[src/rtl/bus_pack_pkg.sv]
// -----------------------------------------------------------------------------
// bus_pack_pkg
// Shared flow-control helpers for the lane packer family.
//   idx_width(n) : bit width of a counter that holds 0..n-1. For n=1 it
//                  returns 1, because a zero-width vector is not legal.
// -----------------------------------------------------------------------------
package bus_pack_pkg;

  function automatic int idx_width(input int n);
    return (n <= 1) ? 1 : $clog2(n);
  endfunction

endpackage

[src/rtl/bus_pack_out_reg.sv]
// -----------------------------------------------------------------------------
// bus_pack_out_reg
// One-entry valid/ready holding register that carries a data word and a
// sync flag. While the entry is valid and not accepted, it holds stable.
//
// Ports
//   clk, rst_n          clock and asynchronous active-low reset
//   load                write load_data/load_sync this edge (only when slot_free)
//   load_data[DW-1:0]   word to present downstream
//   load_sync           sync flag that travels with the word
//   slot_free           entry is empty or is draining this cycle
//   dout[DW-1:0]        held word
//   dout_valid          dout qualifies
//   dout_sync           sync flag of the held word
//   dout_ready          downstream accepts dout
// -----------------------------------------------------------------------------
module bus_pack_out_reg
  import bus_pack_pkg::*;
#(
  parameter int DW = 32
) (
  input  logic          clk,
  input  logic          rst_n,
  input  logic          load,
  input  logic [DW-1:0] load_data,
  input  logic          load_sync,
  output logic          slot_free,
  output logic [DW-1:0] dout,
  output logic          dout_valid,
  output logic          dout_sync,
  input  logic          dout_ready
);

  logic [DW-1:0] data_q, data_d;
  logic          sync_q, sync_d;
  logic          valid_q, valid_d;

  // A word that leaves on this edge frees the slot for a word arriving on
  // the same edge, so back-to-back output words need no bubble.
  assign slot_free = !valid_q || dout_ready;

  always_comb begin
    // NOTE: every variable gets a default before any branch so no latch is inferred.
    data_d  = data_q;
    sync_d  = sync_q;
    valid_d = valid_q;
    if (load) begin
      data_d  = load_data;
      sync_d  = load_sync;
      valid_d = 1'b1;
    end else if (dout_ready) begin
      valid_d = 1'b0;
    end
  end

  // NOTE: state registers use non-blocking assignments so all flops update together.
  always_ff @(posedge clk or negedge rst_n) begin
    if (!rst_n) begin
      data_q  <= '0;
      sync_q  <= 1'b0;
      valid_q <= 1'b0;
    end else begin
      data_q  <= data_d;
      sync_q  <= sync_d;
      valid_q <= valid_d;
    end
  end

  assign dout       = data_q;
  assign dout_sync  = sync_q;
  assign dout_valid = valid_q;

endmodule

[src/rtl/bus_pack.sv]
// -----------------------------------------------------------------------------
// bus_pack
// Serial-to-parallel lane packer. It accepts one WIDTH-bit lane per handshake
// and assembles NOUT lanes into one NOUT*WIDTH-bit word. Lane i is placed in
// bits [i*WIDTH +: WIDTH]. When a beat arrives with din_sync set, the packer
// realigns to lane 0. Any partial word is then discarded, and drop pulses
// for one cycle.
//
// Ports
//   clk, rst_n            clock and asynchronous active-low reset
//   din[WIDTH-1:0]        input lane
//   din_valid, din_ready  input handshake (din_ready depends on state only)
//   din_sync              on an accepted beat, forces that beat to lane 0
//   dout[NOUT*WIDTH-1:0]  packed word, lane 0 in the LSBs
//   dout_valid, dout_ready output handshake
//   dout_sync             lane 0 of the packed word carried din_sync
//   drop                  one-cycle pulse when a partial word was discarded
// -----------------------------------------------------------------------------
module bus_pack
  import bus_pack_pkg::*;
#(
  parameter int NOUT  = 4,
  parameter int WIDTH = 8
) (
  input  logic                  clk,
  input  logic                  rst_n,
  input  logic [WIDTH-1:0]      din,
  input  logic                  din_valid,
  input  logic                  din_sync,
  output logic                  din_ready,
  output logic [NOUT*WIDTH-1:0] dout,
  output logic                  dout_valid,
  output logic                  dout_sync,
  input  logic                  dout_ready,
  output logic                  drop
);

  localparam int IDX_W = idx_width(NOUT);
  localparam int DW    = NOUT * WIDTH;

  logic [IDX_W-1:0] idx_q, idx_d;
  logic [DW-1:0]    asm_q, asm_d;
  logic             asm_sync_q, asm_sync_d;
  logic             asm_full_q, asm_full_d;
  logic             drop_q, drop_d;

  logic             beat;
  logic [IDX_W-1:0] lane;
  logic [DW-1:0]    word;
  logic             word_sync;
  logic             last;
  logic             slot_free;
  logic             load;
  logic [DW-1:0]    load_data;
  logic             load_sync;

  // A buffered complete word is the only thing that stalls the input side.
  assign din_ready = !asm_full_q;
  assign beat      = din_valid && din_ready;

  always_comb begin
    // A sync beat restarts the word at lane 0 and clears the old lanes.
    lane = din_sync ? '0 : idx_q;
    word = din_sync ? '0 : asm_q;
    for (int i = 0; i < NOUT; i++) begin
      if (lane == IDX_W'(i)) word[i*WIDTH +: WIDTH] = din;
    end
    // The sync flag belongs to lane 0, so a word that starts without sync
    // must not inherit the flag from the previous word.
    word_sync = din_sync || ((idx_q != '0) && asm_sync_q);
    last      = (lane == IDX_W'(NOUT - 1));

    idx_d      = idx_q;
    asm_d      = asm_q;
    asm_sync_d = asm_sync_q;
    asm_full_d = asm_full_q;
    drop_d     = 1'b0;
    load       = 1'b0;
    load_data  = asm_q;
    load_sync  = asm_sync_q;

    if (asm_full_q) begin
      // While a word is buffered there are no beats, so only drain it.
      if (slot_free) begin
        load       = 1'b1;
        asm_full_d = 1'b0;
      end
    end else if (beat) begin
      drop_d     = din_sync && (idx_q != '0);
      asm_d      = word;
      asm_sync_d = word_sync;
      idx_d      = last ? '0 : lane + 1'b1;
      if (last) begin
        if (slot_free) begin
          load      = 1'b1;
          load_data = word;
          load_sync = word_sync;
        end else begin
          asm_full_d = 1'b1;
        end
      end
    end
  end

  always_ff @(posedge clk or negedge rst_n) begin
    if (!rst_n) begin
      idx_q      <= '0;
      // NOTE: the wide assembly register is reset as well, so no lane ever starts undefined.
      asm_q      <= '0;
      asm_sync_q <= 1'b0;
      asm_full_q <= 1'b0;
      drop_q     <= 1'b0;
    end else begin
      idx_q      <= idx_d;
      asm_q      <= asm_d;
      asm_sync_q <= asm_sync_d;
      asm_full_q <= asm_full_d;
      drop_q     <= drop_d;
    end
  end

  assign drop = drop_q;

  bus_pack_out_reg #(.DW(DW)) u_out_reg (
    .clk        (clk),
    .rst_n      (rst_n),
    .load       (load),
    .load_data  (load_data),
    .load_sync  (load_sync),
    .slot_free  (slot_free),
    .dout       (dout),
    .dout_valid (dout_valid),
    .dout_sync  (dout_sync),
    .dout_ready (dout_ready)
  );

endmodule

[config.mk]
export PLATFORM = sky130hd
export DESIGN_NAME = bus_pack
export DESIGN_NICKNAME = d
export VERILOG_FILES = /design/src/rtl/bus_pack_pkg.sv /design/src/rtl/bus_pack_out_reg.sv /design/src/rtl/bus_pack.sv
export SDC_FILE = /design/constraint.sdc
export NUM_CORES = 1
export LEC_CHECK = 0
export ABC_AREA = 0
export CAP_MARGIN = 20
export CORE_UTILIZATION = 40
export CTS_CLUSTER_SIZE = 40
export DETAILED_ROUTE_END_ITERATION = 16
export PLACE_DENSITY = 0.64
export SYNTH_ARGS = -nofsm -noshare
export SYNTH_HDL_FRONTEND = slang
export SYNTH_HIERARCHICAL = 1
export SYNTH_SLANG_ARGS = --single-unit
[constraint.sdc]
create_clock -name clk -period 3.61 [get_ports clk]
set_input_delay 1.083 -clock clk [delete_from_list [all_inputs] [get_ports clk]]
set_output_delay 1.083 -clock clk [all_outputs]
set_load 0.01 [all_outputs]
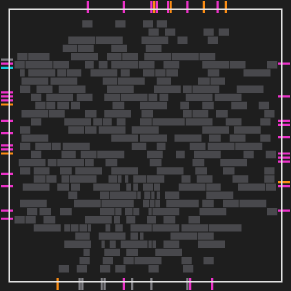
(images/pins.png)
Scale: 3 px per um. Pins as bars across the die edge, other pins in grey.
[`rst_n`] cyan | pins: 1 | direction: input | edge: left
[`din`] orange | pins: 8 | direction: input | edge: 4 top, 2 left, 1 right, 1 bottom
[`dout`] magenta | pins: 32 | direction: output | edge: 12 left, 10 right, 7 top, 3 bottom
all pins by edge: 16 left, 11 right, 11 top, 11 bottom
die x size: 90.3 um
number of input and output port buffers inserted: 48
vertical extent of the die: 90.3 um

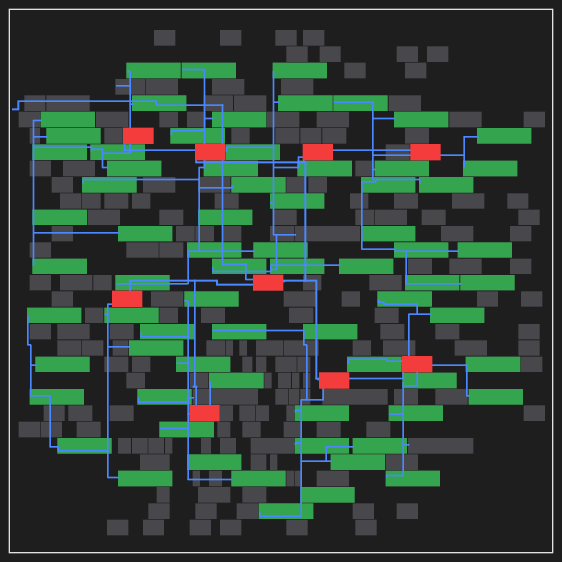
(images/clock_map.png)
Scale: 6 px per um.
[clock wires] blue | length: 906 um
[cells driving clock nets] red | count: 9
[flip-flops] green | count: 71
flops lie: spread over the die

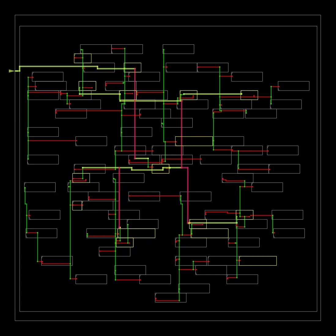
(images/final_clocks.png)
FF+latch count: 71
largest clock skew in the final design: 0.00618 ns
clock tree buffer count of the final layout: 11
clock sink total: 71
Clock net power: 0.863 mW

==> impl_metrics.env <==
# physical design summary
export IMPL_run_status="completed"
export IMPL_seq_power_share_pct=41.8
export IMPL_reg2reg_depth=6
export IMPL_die_area_um2=8160
export IMPL_power_switching_mw=0.591
export IMPL_hpwlAfterDp_mm=3.68
export IMPL_slew_headroom_pct=55.1
export IMPL_yosysSeqAreaShare_pct=56.9
export IMPL_first_global_vias=1802
export IMPL_timing_max_transition_violations_final=0
export IMPL_syn_inst=212
export IMPL_p_leak_nw=1.79
export IMPL_taps=99
export IMPL_tritoncts_clock_tree="yes"
export IMPL_postRouteWirelength_mm=5.82
export IMPL_synth_area_leader_cell="sky130_fd_sc_hd__dfrtp_1"
export IMPL_core_area_um2=7410
export IMPL_placed_cell_area_um2=3610
export IMPL_synthAdderAreaFrac_pct=0.401
export IMPL_reg2reg_to="u_out_reg/dout[9]$_DFFE_PN0P_"
export IMPL_critical_path_top_delay_family="buffers and inverters"
export IMPL_wire_per_inst_um=16.5
export IMPL_yosys_area_share_simple_pct=4.97
export IMPL_final_common_cell="sky130_fd_sc_hd__dfrtp_1"
export IMPL_grt_met2_usage_pct=22.1
export IMPL_stage_log_warnings=26
export IMPL_num_nets_final=263
export IMPL_post_route_util_pct=52.5
export IMPL_place_ws_ns=0.267
export IMPL_path_max_fanout=9
export IMPL_cp_arrival_ns=3.22
export IMPL_power_density_cell_area_nw_per_um2=646
export IMPL_seq_share_pct=45.7
export IMPL_layout_cell_area_non_filler_um2=3890
export IMPL_yosys_top_cells_area="sky130_fd_sc_hd__dfrtp_1 57%, sky130_fd_sc_hd__mux2_4 14%, sky130_fd_sc_hd__mux2_2 9.4%"
export IMPL_finalWeightedCongestion=0.765
export IMPL_signal_buffer_area_fraction_pct=13.3
export IMPL_netlist_area_leader_share_pct=56.9
export IMPL_intPower_mw=1.92
export IMPL_grt_usage_pct=15.5
export IMPL_area_share_combinational_pct=30.5
export IMPL_start_kind="primary input"
export IMPL_first_pass_iters=4
export IMPL_comb_power_mw=0.597
export IMPL_critPathMaxStageDelay_ns=0.66
export IMPL_timing_critical_path_cells="clkdlybuf4s50_1 > nand2b_1 > ha_1 > nand2_1 > nor3_4 > mux2_2 > mux2_4"
export IMPL_worst_hold_path_num_cells=1
export IMPL_yosys_top_cells_count="71 x sky130_fd_sc_hd__dfrtp_1, 29 x sky130_fd_sc_hd__mux2_4, 26 x sky130_fd_sc_hd__mux2_2"
export IMPL_top_usage_layer="met2"
export IMPL_n_fill_cell=654
export IMPL_asyncSetResetFlopFracSynth_pct=100
export IMPL_grt_setup_unrepaired="false"
export IMPL_top_signal_layer_used="met4"
export IMPL_drt_drc=0
export IMPL_vias=1764
export IMPL_postCtsSetupBuffers=0
export IMPL_num_io_pins=49
export IMPL_cp_num_buf_inv=1
export IMPL_required_time_of_the_critical_path_ns=3.84
export IMPL_dominantRegCellSynth="sky130_fd_sc_hd__dfrtp_1"
export IMPL_met1Wirelength_mm=2.89
export IMPL_synth_seq_cells=71
export IMPL_antenna_violations_before_repair=0
export IMPL_final_signal_buffer_count=52
export IMPL_final_layout_size_suffix_gt1_share_pct=31.9
export IMPL_post_cts_hold_buffer_count=0
export IMPL_synth_logic_top_family="multiplexers"
export IMPL_maximum_number_of_pins_on_one_net_before_global_route_repair=72
export IMPL_lay_top_cells="71 x sky130_fd_sc_hd__dfrtp_1, 47 x sky130_fd_sc_hd__clkdlybuf4s50_1, 29 x sky130_fd_sc_hd__mux2_4, 26 x sky130_fd_sc_hd__mux2_2, 24 x sky130_fd_sc_hd__a22o_1"
export IMPL_critPathCapture="u_out_reg/dout[9]$_DFFE_PN0P_"
export IMPL_clk_latency_ns=0.34
export IMPL_dominant_power_group="sequential cells"
export IMPL_clock_tree_buffer_depth=2
export IMPL_setup_slack_ns=0.624
export IMPL_met3WireLength_um=267
export IMPL_swShare_pct=23.6
export IMPL_vias_per_cell=5.00
export IMPL_crit_type="primary input to register"
export IMPL_yosys_area_um2=3120
export IMPL_clock_cell_area_share_pct=7.18
export IMPL_top_achievable_clock_speed_mhz=335
export IMPL_synthXorXnorAreaFrac_pct=0
export IMPL_critPathCaptureType="register"
export IMPL_synth_cellmix_compoundShare_pct=8.30
export IMPL_critical_path_startpoint="din_sync"
export IMPL_max_slew_worst_pin_slew_ns=0.668
export IMPL_finalCriticalPeriod_ns=2.99
export IMPL_clk_root_buffer_cell="sky130_fd_sc_hd__clkbuf_8"
export IMPL_pwr_share_comb_pct=23.8
Power is estimated from default activity; no workload was simulated.
